Fig. 1: wiring by layer
Drawn at 4 px/um. Two of the layers only.
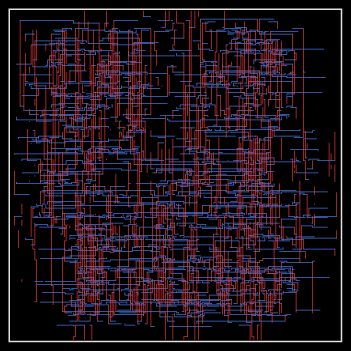
Fig. 2: placed cells, one color a class
Drawn at 3 px/um.
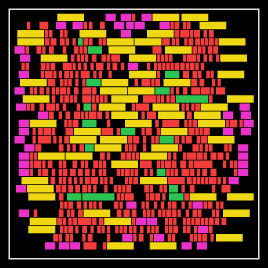
[src/rtl/anton_neopixel_frame_scheduler.sv]
// Frame sequencer between the APB register block and the neopixel stream.
// Turns software requests into init/run controls, paces frames, swaps banks.
module anton_neopixel_frame_scheduler #(
  parameter int INIT_CYCLES = 2,
  parameter int GAP_BITS    = 16,
  parameter int WDOG_CYCLES = 65535
) (
  input  logic                clk7mhz,
  input  logic                rst,
  input  logic                sw_start,
  input  logic                sw_stop,
  input  logic                sw_abort,
  input  logic                sw_swap,
  input  logic                sw_loop,
  input  logic [GAP_BITS-1:0] sw_gap,
  input  logic                sw_irq_clr,
  input  logic                stream_pixel_of,
  input  logic                stream_sync_of,
  output logic                ctrl_init,
  output logic                ctrl_run,
  output logic                bank_sel,
  output logic                busy,
  output logic                frame_done,
  output logic                irq_done,
  output logic                irq_err,
  output logic [15:0]         frame_count
);

  typedef enum logic [2:0] {
    S_IDLE,
    S_INIT,
    S_RUN,
    S_SYNC,
    S_GAP
  } state_t;

  localparam int WW = $clog2(WDOG_CYCLES + 1);
  localparam logic [WW-1:0] WD_LAST = WW'(WDOG_CYCLES - 1);
  localparam logic [GAP_BITS-1:0] INIT_LD = GAP_BITS'(INIT_CYCLES);
  localparam logic [GAP_BITS-1:0] ONE = GAP_BITS'(1);

  state_t              state, state_n;
  logic [GAP_BITS-1:0] cnt, cnt_n;
  logic [WW-1:0]       wd, wd_n;
  logic                stop_pend, stop_n;
  logic                swap_pend, swap_n;
  logic                bank_n;
  logic                fd_n;
  logic                err_n;
  logic [15:0]         fc_n;

  // Next state, counters and pending flags; abort/watchdog override last.
  always_comb begin
    state_n = state;
    cnt_n   = cnt;
    wd_n    = '0;
    stop_n  = stop_pend | (sw_stop & (state != S_IDLE));
    swap_n  = swap_pend | sw_swap;
    bank_n  = bank_sel;
    fd_n    = 1'b0;
    err_n   = 1'b0;
    fc_n    = frame_count;

    unique case (state)
      S_IDLE: begin
        if (sw_start && !sw_stop && !sw_abort) begin
          state_n = S_INIT;
          cnt_n   = INIT_LD;
          fc_n    = '0;
          stop_n  = 1'b0;
        end
      end
      S_INIT: begin
        if (cnt <= ONE) state_n = S_RUN;
        else cnt_n = cnt - ONE;
      end
      S_RUN: begin
        if (stream_pixel_of) state_n = S_SYNC;
      end
      S_SYNC: begin
        if (stream_sync_of) begin
          fd_n = 1'b1;
          fc_n = frame_count + 16'd1;
          if (swap_n) begin
            bank_n = ~bank_sel;
            swap_n = 1'b0;
          end
          if (stop_n || !sw_loop) begin
            state_n = S_IDLE;
            stop_n  = 1'b0;
          end else if (sw_gap != '0) begin
            state_n = S_GAP;
            cnt_n   = sw_gap;
          end else begin
            state_n = S_RUN;
          end
        end
      end
      S_GAP: begin
        if (cnt <= ONE) begin
          if (stop_n) begin
            state_n = S_IDLE;
            stop_n  = 1'b0;
          end else begin
            state_n = S_RUN;
          end
        end else begin
          cnt_n = cnt - ONE;
        end
      end
      default: state_n = S_IDLE;
    endcase

    if ((state == S_RUN || state == S_SYNC) && state_n == state) begin
      if (wd == WD_LAST) err_n = 1'b1;
      else wd_n = wd + WW'(1);
    end

    if (err_n || (sw_abort && state != S_IDLE)) begin
      state_n = S_IDLE;
      stop_n  = 1'b0;
      swap_n  = 1'b0;
      fd_n    = 1'b0;
      fc_n    = frame_count;
      bank_n  = bank_sel;
      cnt_n   = '0;
      wd_n    = '0;
    end
  end

  // State, counters and registered outputs; sticky status with set priority.
  always_ff @(posedge clk7mhz or posedge rst) begin
    if (rst) begin
      state       <= S_IDLE;
      cnt         <= '0;
      wd          <= '0;
      stop_pend   <= 1'b0;
      swap_pend   <= 1'b0;
      bank_sel    <= 1'b0;
      frame_done  <= 1'b0;
      frame_count <= '0;
      ctrl_init   <= 1'b0;
      ctrl_run    <= 1'b0;
      busy        <= 1'b0;
      irq_done    <= 1'b0;
      irq_err     <= 1'b0;
    end else begin
      state       <= state_n;
      cnt         <= cnt_n;
      wd          <= wd_n;
      stop_pend   <= stop_n;
      swap_pend   <= swap_n;
      bank_sel    <= bank_n;
      frame_done  <= fd_n;
      frame_count <= fc_n;
      ctrl_init   <= (state_n == S_INIT);
      ctrl_run    <= (state_n == S_RUN) || (state_n == S_SYNC);
      busy        <= (state_n != S_IDLE);
      irq_done    <= frame_done | (irq_done & ~sw_irq_clr);
      irq_err     <= err_n | (irq_err & ~sw_irq_clr);
    end
  end

endmodule

[config.mk]
export PLATFORM = sky130hd
export DESIGN_NAME = anton_neopixel_frame_scheduler
export DESIGN_NICKNAME = d
export VERILOG_FILES = /design/src/rtl/anton_neopixel_frame_scheduler.sv
export SDC_FILE = /design/constraint.sdc
export NUM_CORES = 1
export LEC_CHECK = 0
export ABC_AREA = 1
export CAP_MARGIN = 10
export CORE_UTILIZATION = 58
export CTS_CLUSTER_DIAMETER = 40
export DETAILED_ROUTE_END_ITERATION = 10
export PLACE_DENSITY_LB_ADDON = 0.3
export SYNTH_ARGS = -nofsm -noshare
export SYNTH_HDL_FRONTEND = slang
export SYNTH_SLANG_ARGS = --single-unit
export TNS_END_PERCENT = 20
[constraint.sdc]
create_clock -name clk7mhz -period 6.2 [get_ports clk7mhz]
set_clock_uncertainty 0.05 [all_clocks]
set_input_delay 1.55 -clock clk7mhz [delete_from_list [all_inputs] [get_ports clk7mhz]]
set_output_delay 1.55 -clock clk7mhz [all_outputs]
set_load 0.005 [all_outputs]
==> results.cfg <==
; physical design summary
[outcome]
outcome = finished, final reports clean

[setup_path]
crit_required_ns = 6.38
crit_path_end_kind = flip-flop
r2r_slack_ns = 3.49
worstSetupPathType = in2reg
cp_cell_sequence = clkdlybuf4s50_1 -> inv_1 -> nand2_1 -> nor2_1 -> nand2_2 -> nand2_2 -> nor2_2 -> nand3_1 -> nand2_2 -> nand2_1 -> nand2_1 -> nor2_1 -> nor2_1 -> nand2_1
r2r_end = busy
critPathMaxStageDelay_ns = 0.62
crit_start = sw_stop
arrival_ns = 3.73
cp_slowest_cell = nand2_1
startpoint_type = input pin
crit_top_cell = nand2_1
r2r_cells = 15
cp_max_fo = 22
rr_startpoint = cnt[0]
crit_path_end = busy

[flow_run]
maxCapViolCount = 0
warning_count = 28

[cts]
clk_latency_ns = 0.34
cts_hold_buf = 0
clock_sinks = 60
clkTransAtPathRegs_ns = 0.08
cts_setup_buffers = 0
post_cts_resized = 0
htreeDepth = 3
clockBufferDepth = 2
cts_tree = built
root_buffer = clkbuf_8
cts_inserted_buffers = 9

[yosys]
synth_warnings = 0
area_leaders = dfrtp_1 40%, nand2_1 15%, nor2_1 9.1%, inv_1 6.2%, nand3_1 5.7%
synth_nets = 575
common_cells = 146 x nand2_1, 92 x nor2_1, 62 x inv_1
ys_sh_simple_pct = 37.0
ys_sh_mux_pct = 0
aoi_share_pct = 9.34
yosysUniqueCellTypes = 32
yosys_area_um2 = 3780
yosysTopAreaCell = dfrtp_1
synth-edff-count = 0
yosysSeqAreaShare_pct = 39.7
syn_inst = 544
ys_sh_adder_pct = 1.66
ys_cells = 544
synth_area_um2 = 3780
netlist.area_leader.share_pct = 39.7
ys.flops = 60
async_flop_share_pct = 100
synth.cellmix.xorXnorShare_pct = 3.71
top_logic_kind = simple AND/OR/NAND/NOR gates
yosys_most_used_dff = dfrtp_1
yosysMostFrequentCell = nand2_1
syn_avg_cell_area_um2 = 6.94

[pwr]
comb_power_share_pct = 45.4
p_switching_uw = 761
power_frac_seq_pct = 31.2
leakagePower_nw = 2.03
comb_cell_power_uw = 777
top_power_group = combinational cells
p_clk_share_pct = 23.4
powerSeq_uw = 534
powerDensity_nw_per_um2 = 380
irDropWorstVdd_uv = 328
power_mw = 1.71
powerClk_uw = 400
switching_share_pct = 44.5
p_int_uw = 949

[placed_design]
port_buffers = 48
place_ws_ns = 2.31
placed_area_um2 = 4280
gp_congestion = 0.889
dp_cells = 658
hpwl_mm = 6.21

[floorplanning]
initCoreUtil_pct = 59.8
ios = 49
rows = 29
chip_area_um2 = 6840
die_y_um = 82.7
fp.dieW_um = 82.7

[drt]
drcViolationCount = 0
via_per_inst = 5.48
wl_per_cell_um = 13.2
first_iter_violations = 336
drt_pass1_iterations = 7
ant_nets = 0

[hold_path]
hp-class = reg2reg
hold_path_end = irq_done
min-delay-start = frame_done
hold_depth = 1

[final_timing]
maxSlewViolCount = 0
whs_ns = 0.428
fmax_mhz = 282
setup_viol = 0
rsz0062_at_grt = no
period_minus_slack_ns = 3.54
finalCritPeriodShare_pct = 57.1
setup_ws_ns = 2.66
setup_tns_ns = 0
worst_slew_pin_slew_ns = 0.937
relSlewSlack_pct = 37.6
hold_viol = 0

[layout]
layout-drive-gt1-share_pct = 6.53
area_delta_synth_final_pct = 19.2
final_common_cell = nand2_1
final_cell_mix = 146 x nand2_1, 92 x nor2_1, 61 x inv_1
fin_cells = 674
diodes = 0
layout.nets = 623

[global_routing]
grt_pass1_wl_mm = 14.5
antenna_found_initial = 0
first_global_vias = 3320
grt_max_degree = 61
overflow = 0
About Fig. 1:
Key: metal 1 = blue [wire length 4040 um]; metal 2 = red [wire length 4230 um]
overall routing resource usage: 27.9%
DRT Wirelength: 8.92 mm
vias: 3696

About Fig. 2:
Key: clock drivers and dummy loads = green [cells 16, share of their area 5.1%]; combinational and other logic = red [cells 472, share of their area 50%]; other buffers and delay cells = magenta [cells 49, share of their area 11%]; flops = yellow [cells 60, share of their area 34%]
flop share of the area: 33.3%
Final Instance Area: 4500 um2
placeable core area: 6310 um2
post-layout util: 71.3%

[per-layer routing]
metal	part of all wire, %	GRT usage [%]
met4	1.5	10.7
met3	5.8	5.49
met5	0	0
met2	47	45.3
met1	45	36.4
[critical path: cells and delay by family]
family / cells / cell delay (ns)
buffers and inverters: 2 / 0.55
AND/OR/NAND/NOR: 12 / 1.63
[final cells by class]
class                   count  area (um2)
well taps                  77        96.3
clock buffers               9         124
inverters                  65         244
fillers                   537        1810
flip-flops and latches     60        1500
repair buffers             49         488
clock inverters             7        98.8
multi-input cells         407        1950
[registers in the layout, summed over array words and instances, names as in the netlist, 3 cells and up]
name and count:
frame_count 16, state 3, wd 16, cnt 16
